**src/rtl/parity_frame_ctrl.sv**
```systemverilog
// rtl/parity_frame_ctrl.sv - parallel word to LSB-first serial frame with trailing even-parity beat
// Optional abort input when PARITY_ABORT_EN is defined.
module parity_frame_ctrl #(
   parameter int N = 8
) (
   input  logic         clk,
   input  logic         rst_n,
   input  logic [N-1:0] in_data,
   input  logic         in_valid,
   output logic         in_ready,
   output logic         ser_data,
   output logic         ser_valid,
   input  logic         ser_ready,
`ifdef PARITY_ABORT_EN
   input  logic         abort,
`endif
   output logic         ser_last,
   output logic         parity_flag,
   output logic         frame_done
);

   localparam int CW = (N > 1) ? $clog2(N) : 1;

   typedef enum logic [1:0] {IDLE, SHIFT, PAR} state_t;

   state_t         state, state_nxt;
   logic [N-1:0]   shreg;
   logic [CW-1:0]  cnt;
   logic           acc;
   logic           load, shift, done;
   logic           abort_hit;

`ifdef PARITY_ABORT_EN
   assign abort_hit = abort;
`else
   assign abort_hit = 1'b0;
`endif

   always_comb begin
      state_nxt = state;
      load      = 1'b0;
      shift     = 1'b0;
      done      = 1'b0;
      in_ready  = 1'b0;
      ser_valid = 1'b0;
      ser_data  = 1'b0;
      ser_last  = 1'b0;
      case (state)
         IDLE: begin
            in_ready = 1'b1;
            if (in_valid) begin
               load      = 1'b1;
               state_nxt = SHIFT;
            end
         end
         SHIFT: begin
            ser_valid = 1'b1;
            ser_data  = shreg[0];
            // abort wins over a handshake in the same cycle
            if (abort_hit) begin
               state_nxt = IDLE;
            end else if (ser_ready) begin
               shift = 1'b1;
               if (cnt == CW'(N - 1))
                  state_nxt = PAR;
            end
         end
         PAR: begin
            ser_valid = 1'b1;
            ser_data  = ~acc;
            ser_last  = 1'b1;
            if (abort_hit) begin
               state_nxt = IDLE;
            end else if (ser_ready) begin
               done      = 1'b1;
               state_nxt = IDLE;
            end
         end
         default: state_nxt = IDLE;
      endcase
   end

   always_ff @(posedge clk or negedge rst_n) begin
      if (!rst_n) begin
         state       <= IDLE;
         shreg       <= '0;
         cnt         <= '0;
         acc         <= 1'b1;
         parity_flag <= 1'b1;
         frame_done  <= 1'b0;
      end else begin
         state      <= state_nxt;
         frame_done <= done;
         if (load) begin
            shreg <= in_data;
            cnt   <= '0;
            acc   <= 1'b1;
         end else if (shift) begin
            shreg <= shreg >> 1;
            cnt   <= cnt + CW'(1);
            acc   <= acc ^ shreg[0];
         end
         if (done)
            parity_flag <= acc;
      end
   end

endmodule
```
**config.mk**
```make
export PLATFORM = sky130hd
export DESIGN_NAME = parity_frame_ctrl
export DESIGN_NICKNAME = d
export VERILOG_FILES = /design/src/rtl/parity_frame_ctrl.sv
export SDC_FILE = /design/constraint.sdc
export NUM_CORES = 1
export LEC_CHECK = 0
export ABC_AREA = 1
export CORE_MARGIN = 2
export CORE_UTILIZATION = 43
export CTS_BUF_LIST = sky130_fd_sc_hd__clkbuf_4 sky130_fd_sc_hd__clkbuf_8 sky130_fd_sc_hd__clkbuf_16
export DETAILED_ROUTE_END_ITERATION = 8
export MAX_ROUTING_LAYER = met4
export PLACE_DENSITY = 0.72
export RECOVER_POWER = 50
export SYNTH_ARGS = -nofsm -noshare
export SYNTH_HDL_FRONTEND = slang
export SYNTH_SLANG_ARGS = --single-unit
export TNS_END_PERCENT = 5
```
**constraint.sdc**
```tcl
create_clock -name clk -period 1.1 [get_ports clk]
set_input_delay 0.22 -clock clk [delete_from_list [all_inputs] [get_ports clk]]
set_output_delay 0.22 -clock clk [all_outputs]
set_load 0.02 [all_outputs]
```
==> run_1/congestion_map.png <==
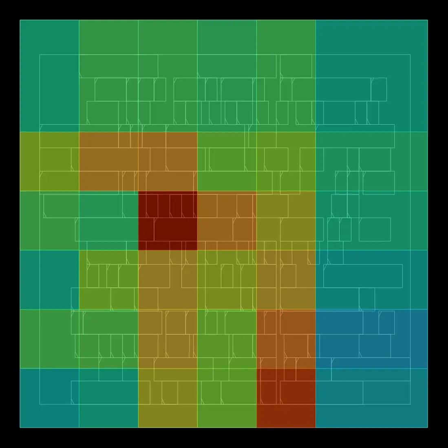
GRT met2 Usage: 29.5%
met3 Use GR: 5.66%
Core Util, Final: 69.4%
met1 Resource Use GR: 21.6%
GR peak layer: met2

==> run_1/m3.png <==
Bar = 10 µm. Cells faint in the background.
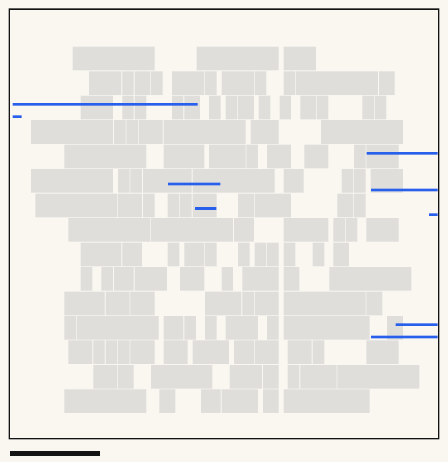
wire length on this layer: 55.4 µm
nets with wire on the layer: 8

==> run_1/m1.png <==
Bar = 10 µm. Supply wires on this layer in grey.
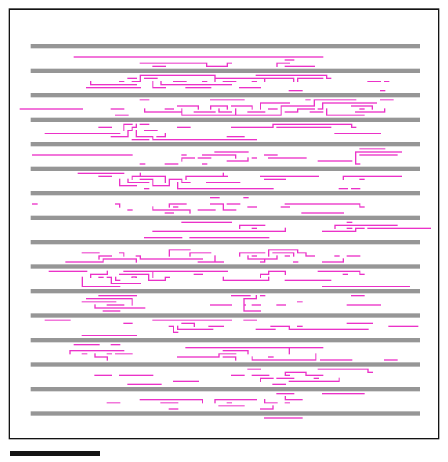
main direction: horizontal
wire length on this layer: 808 µm
share of all routed wire: 48%
longest straight run: 27.6 µm
nets with wire on the layer: 137
final WL: 1.70 mm
routed via count: 717

==> results_slide.txt, run 1 <==
Implementation Results

Status
  • Status: finished with violations
  • Failing checks: negative setup slack

Placement
  • Placer Congestion: about 0.76
  • DP HPWL: 1.26 mm
  • Dpl cells: 149
  • Pre-CTS setup slack: -0.640 ns
  • Buffers on Ports: 17

Timing
  • Setup violations, final: 20
  • Max-slew violation count: 0
  • Worst slew pin tran: approximately 0.34 ns
  • Setup ws final: -0.433 ns
  • RSZ-0062 raised after global routing: yes
  • Worst-case clock skew: 0.00183 ns
  • Max-slew headroom: 77.2%
  • Final hold violation count: 0
  • Final min period: roughly 1.5 ns
  • Fmax: 652 MHz

Routing
  • Remaining DRCs: 0
  • Pre-Repair DR Iteration Count: 4
  • Post-Route M1 WL: 807 µm
  • Routed Antenna Nets: 0

Pwr
  • P_clk: 378 µW
  • Total chip power: 3060 µW
  • Max IR drop VDD: 1.58 mV
  • P_int: about 1900 µW
  • P_seq: 986 µW
  • Highest-power group: combinational cells
  • Gate power share: 55.3%
  • PD cells: roughly 2500 mW/mm²
  • Switch share: between 30% and 40%
  • Static Leak: 0.000639 µW
  • Sw power: roughly 1200 µW

Floorplan
  • Die W: 47.6 µm
  • # Taps: 25
  • Die Ht: 47.6 µm

Flow run
  • OpenROAD warning count: 33

Clock tree
  • Post-CTS setup buffer count: 3
  • CTS tree: built
  • H-tree levels: 1
  • Clk sinks: 16
  • CTS root buffer: clkbuf_4
  • CTS Buffer Depth: 2
  • Reg clk slew, reported paths: 0.09 ns

Layout
  • Logic Gate Count: 72
  • Highest-count cells in the layout ignoring fill and taps: 42 x nand2_1, 14 x dfrtp_1, 12 x buf_4
  • Share of cells above drive strength 1: 34.1%
  • Final instance area: 0.00122 mm²
  • Largest registers: shreg x8, cnt x3, state x2
  • Fill cell count: approximately 150
  • Clock buf/inv share: under 10%
  • Top cell excl fill/tap: nand2_1
  • Nonclk buf count: 31
  • Inverters: 9
  • Flip-flops: 16
  • # nets final: between 150 and 200
  • Register area: 403 µm²
  • Logic share of the area: 36.5%
  • Final Non-Filler Cells: 157
  • Gate Area: 447 µm²

Setup path
  • Critical Path End: ser_data
  • Critical path type: register to primary output
  • Cell breakdown of the critical path: inv_2, ha_4, a21boi_4, buf_6
  • Worst-path fanout max: 3
  • Crit path depth: 4
  • Crit-path slowest cell: dfrtp_1
  • Endpoint class of the critical path: primary output
  • Flop-to-flop setup slack: -0.22 ns
  • Worst setup SP type: register
  • Crit path largest cell delay: around 0.4 ns
  • WP data required: 0.88 ns
  • Critical R2R Launch: state[0]
  • R2R Path End: shreg[2]

Synthesis
  • Yosys cell count: around 98
  • Register area share after synthesis: 49.4%
  • Synth warn: 0
  • Yosys top cell area share: 42.9%
  • Async set-or-reset flop fraction in the synthesized netlist: 100%
  • Xor/xnor share: 0%
  • Synth top cell by count: nand2_1
  • Ys flop type: dfrtp_1
  • Cell Type Count: 13
  • Synth Register Bits: 16
  • Chip Area, Yosys: 816 µm²
  • Most instantiated cells after synthesis: 47 x nand2_1, 14 x dfrtp_1, 10 x nand3_1, 7 x ha_1, 7 x inv_1
  • Cell Area, Synth: 816 µm²

Worst hold path
  • Worst hold path type: input pin to asynchronous set/reset pin

GRT
  • Largest net degree at the start of global routing: 14
  • Antenna violations before repair: 0
  • First-pass GRT wire length: 2.75 mm
  • Grt total ovfl: 0
  • Total track usage: ~18%
==> inputs of run 2 (changes only) <==
- CORE_UTILIZATION: 43 -> 46
- CTS_BUF_LIST: sky130_fd_sc_hd__clkbuf_4 sky130_fd_sc_hd__clkbuf_8 sky130_fd_sc_hd__clkbuf_16 -> sky130_fd_sc_hd__clkbuf_8
- PLACE_DENSITY: 0.72 -> 0.77
==> run_2/congestion_map.png <==
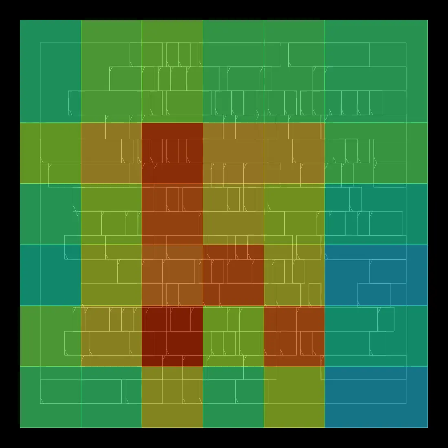
total track usage: 20.0%
Avg WL per Cell: 12.4 µm
GRT met2 Usage: 34.2%

==> run 2 against run 1 <==
- the run still ends with negative setup slack left
- sequential cell count stayed put
- final cell count is 3.2% lower
- count of clock-buffer cells in the layout stayed put
- critical path type unchanged
==> results_slide.txt, run 2 <==
Implementation Results

Floorplan
  • Die W: 46.1 µm
  • Row cnt: 15
  • # Taps: 17
  • Die Ht: 46.1 µm

Clock tree
  • Clk sinks: 16
  • CTS tree: built
  • H-tree levels: 1
  • Post-CTS setup buffer count: 3
  • CTS Buffer Depth: 2
  • Reg clk slew, reported paths: around 0.070 ns
  • CTS root buffer: clkbuf_8

Synthesis
  • Chip Area, Yosys: between 800 and 900 µm²
  • Register area share after synthesis: about half
  • Xor/xnor share: 0%
  • Synth warn: 0
  • Async set-or-reset flop fraction in the synthesized netlist: 100%
  • Post-synthesis adder-cell area fraction: 10.7%
  • Yosys cell count: 98
  • Cell Type Count: 13
  • Cell Area, Synth: 816 µm²
  • Synth top area cells: dfrtp_1 43%, nand2_1 22%, ha_1 11%
  • Ys flop type: dfrtp_1
  • Yosys top cell area share: 42.9%
  • Most instantiated cells after synthesis: 47 x nand2_1, 14 x dfrtp_1, 10 x nand3_1, 7 x ha_1, 7 x inv_1
  • Synth top cell by count: nand2_1
  • Synth Register Bits: 16

Pwr
  • Sw power: 1270 µW
  • Total chip power: around 3300 µW
  • Switch share: between 30% and 40%
  • Highest-power group: combinational cells
  • Max IR drop VDD: about 1.7 mV
  • Gate power share: 54.0%
  • Static Leak: 0.000663 µW
  • P_clk: between 500 and 600 µW
  • P_seq: 1010 µW
  • PD cells: 2670 mW/mm²
  • P_int: 2060 µW

Layout
  • Largest registers: shreg x8, cnt x3, state x2
  • Core Util, Final: between 70% and 80%
  • Register area: roughly 400 µm²
  • Logic Gate Count: 72
  • Top cell category: combinational gates
  • Clock buf/inv share: under 10%
  • Share of cells above drive strength 1: approximately a third
  • Top cell excl fill/tap: nand2_1
  • Gate Area: about 440 µm²
  • Fill cell count: 114
  • Final instance area: ~0.0012 mm²
  • Logic share of the area: around a third
  • Final Non-Filler Cells: approximately 150
  • Highest-count cells in the layout ignoring fill and taps: 42 x nand2_1, 14 x dfrtp_1, 13 x buf_4
  • # nets final: 155
  • Flip-flops: 16
  • Nonclk buf count: 34

Routing
  • Pre-Repair DR Iteration Count: 3
  • Remaining DRCs: 0
  • Routed Antenna Nets: 0
  • Routed via count: 748
  • Final WL: around 1.9 mm
  • Post-Route M1 WL: 799 µm

Timing
  • Final min period: 1.54 ns
  • Max-slew violation count: 0
  • RSZ-0062 raised after global routing: yes
  • Fmax: 649 MHz
  • Final hold violation count: 0
  • Setup ws final: -0.440 ns
  • Worst slew pin tran: between 0.2 and 0.3 ns
  • Setup violations, final: 20
  • Max-slew headroom: 81.4%
  • Worst-case clock skew: 0.00843 ns

Setup path
  • Crit-path slowest cell: dfrtp_1
  • Crit path largest cell delay: 0.41 ns
  • Critical R2R Launch: state[0]
  • Worst-path fanout max: 3
  • Worst R2R Path Depth: 8
  • R2R Path End: shreg[4]
  • Endpoint class of the critical path: primary output
  • WP data required: 0.88 ns
  • Worst setup SP type: register
  • Critical Path End: ser_data
  • Critical path type: register to primary output
  • Crit path depth: 4
  • Flop-to-flop setup slack: -0.23 ns
  • Cell breakdown of the critical path: inv_2, ha_4, a21boi_4, buf_6

GRT
  • Met3 Use GR: 3.53%
  • Antenna violations before repair: 0
  • Met1 Resource Use GR: approximately 22%
  • First-pass GRT wire length: 2.88 mm
  • Grt total ovfl: 0
  • Largest net degree at the start of global routing: 12
  • GR peak layer: met2

Placement
  • Buffers on Ports: 17
  • DP HPWL: 1.34 mm
  • Pre-CTS setup slack: -0.657 ns
  • Dpl cells: 143
  • Placer Congestion: just under 0.8

Status
  • Failing checks: negative setup slack
  • Status: finished with violations

Flow run
  • OpenROAD warning count: 33

Worst hold path
  • Worst hold path type: input pin to asynchronous set/reset pin
==> inputs of run 3 (changes only) <==
- ABC_AREA: 1 -> not set
==> run_3/floorplan.png <==
Pins as bars on the die edge.
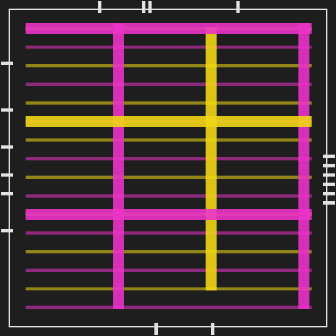
legend:
  magenta:
    net: VSS
  yellow:
    net: VDD
met1 rails: 16
rows: 15
signal pins: 18
CORE AREA: 0.00171 mm²
Die Ht: 46.2 µm
Max IR drop VDD: 1.74 mV
Die W: 46.2 µm

==> run 3 against run 2 <==
- the flow still finishes with violations (negative setup slack)
- non-clock buffer count fell by 1
- hold slack gained 0.26 ns
- clock power shrank 18%
- core utilization is 0.29 points higher
- count of clock-buffer cells in the layout shrank 1
- sequential share of layout area down 0.48 points
- sequential cell count did not move
- critical path depth is 2 higher
- fmax increased by 1.3%
- worst setup slack gained 0.019 ns
- die area up 0.56%
- via count fell by 15%
- highest routed layer is now met3
==> results_slide.txt, run 3 <==
Implementation Results

Clock tree
  • Post-CTS setup buffer count: 0
  • CTS root buffer: clkbuf_8
  • CTS Buffer Depth: 2
  • Reg clk slew, reported paths: around 0.060 ns
  • Clk sinks: 16
  • H-tree levels: 1

Timing
  • Max-slew headroom: 54.7%
  • Worst-case clock skew: 0.00720 ns
  • Final hold violation count: 0
  • Setup violations, final: 20
  • Setup ws final: -0.421 ns
  • Worst slew pin tran: between 0.6 and 0.7 ns
  • RSZ-0062 raised after global routing: yes

Placement
  • Dpl cells: around 130
  • Placer Congestion: 0.700
  • DP HPWL: between 1 and 1.5 mm

Synthesis
  • Yosys top cell area share: 42.7%
  • Ys flop type: dfrtp_1
  • Synth Register Bits: 16
  • Xor/xnor share: approximately 2.1%
  • Synth warn: 0
  • Cell Area, Synth: slightly above 800 µm²
  • Synth top cell by count: dfrtp_1
  • Post-synthesis adder-cell area fraction: 10.7%
  • Most instantiated cells after synthesis: 14 x dfrtp_1, 12 x nand2_1, 8 x o21ai_0, 7 x ha_1, 7 x mux2i_1
  • Yosys cell count: 76

Layout
  • Nonclk buf count: 33
  • Top cell category: combinational gates
  • Core Util, Final: 74.2%
  • Clock buf/inv share: 3.55%
  • Share of cells above drive strength 1: 37.3%
  • Logic share of the area: roughly 35%
  • Inverters: 5
  • Gate Area: 449 µm²
  • Highest-count cells in the layout ignoring fill and taps: 14 x dfrtp_1, 12 x nand2_1, 11 x clkdlybuf4s50_1, 11 x buf_4, 8 x buf_6
  • Register area: 403 µm²
  • Largest registers: shreg x8, cnt x3, state x2

Setup path
  • R2R Path End: state[1]
  • Worst setup SP type: register
  • Crit-path slowest cell: dfrtp_1
  • Worst-path fanout max: 3
  • Endpoint class of the critical path: register
  • WP data required: between 1 and 1.5 ns
  • Critical Path End: state[1]
  • Worst R2R Path Depth: 6

Pwr
  • Static Leak: between 0.0006 and 0.0007 µW
  • Total chip power: 3470 µW
  • P_clk: 431 µW
  • P_seq: 1040 µW
  • PD cells: ~2700 mW/mm²
  • P_int: 2250 µW

GRT
  • First-pass GRT wire length: 2.60 mm
  • Largest net degree at the start of global routing: 21
  • GR peak layer: met2
  • Met3 Use GR: around 3.5%
  • Total track usage: a little under a fifth
  • Met1 Resource Use GR: 21.5%

Floorplan
  • Row cnt: 15

Status
  • Failing checks: negative setup slack
  • Status: finished with violations

Routing
  • Routed Antenna Nets: 0
  • Final WL: 1.58 mm
  • Pre-Repair DR Iteration Count: 3
  • Post-Route M1 WL: approximately 690 µm
  • Routed via count: 638

Worst hold path
  • Worst hold path type: input pin to asynchronous set/reset pin

==> layout pictures side by side <==
Gate families picked out.
Bar = 10 µm.
image #1
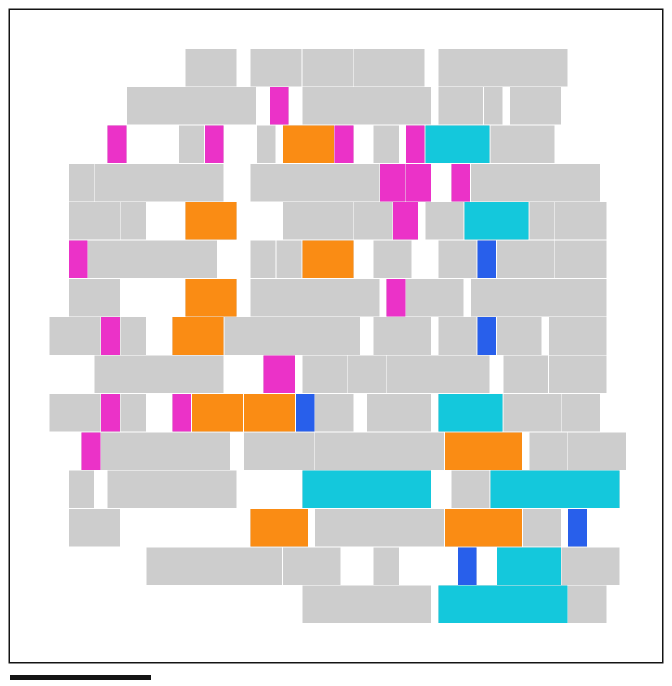
image #2
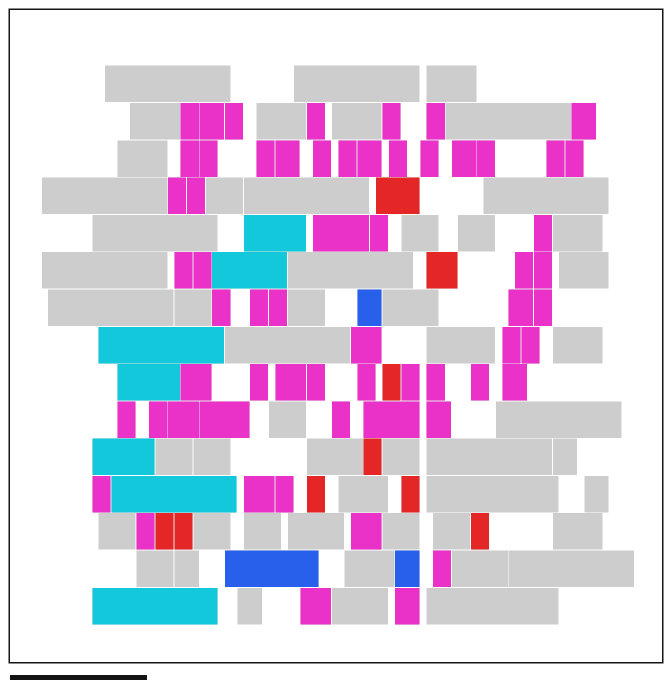
For run 1, see image #2.
For run 3, see image #1.
- most cells: image #2

Power figures rest on the tool's default switching activity, not on a simulated workload.
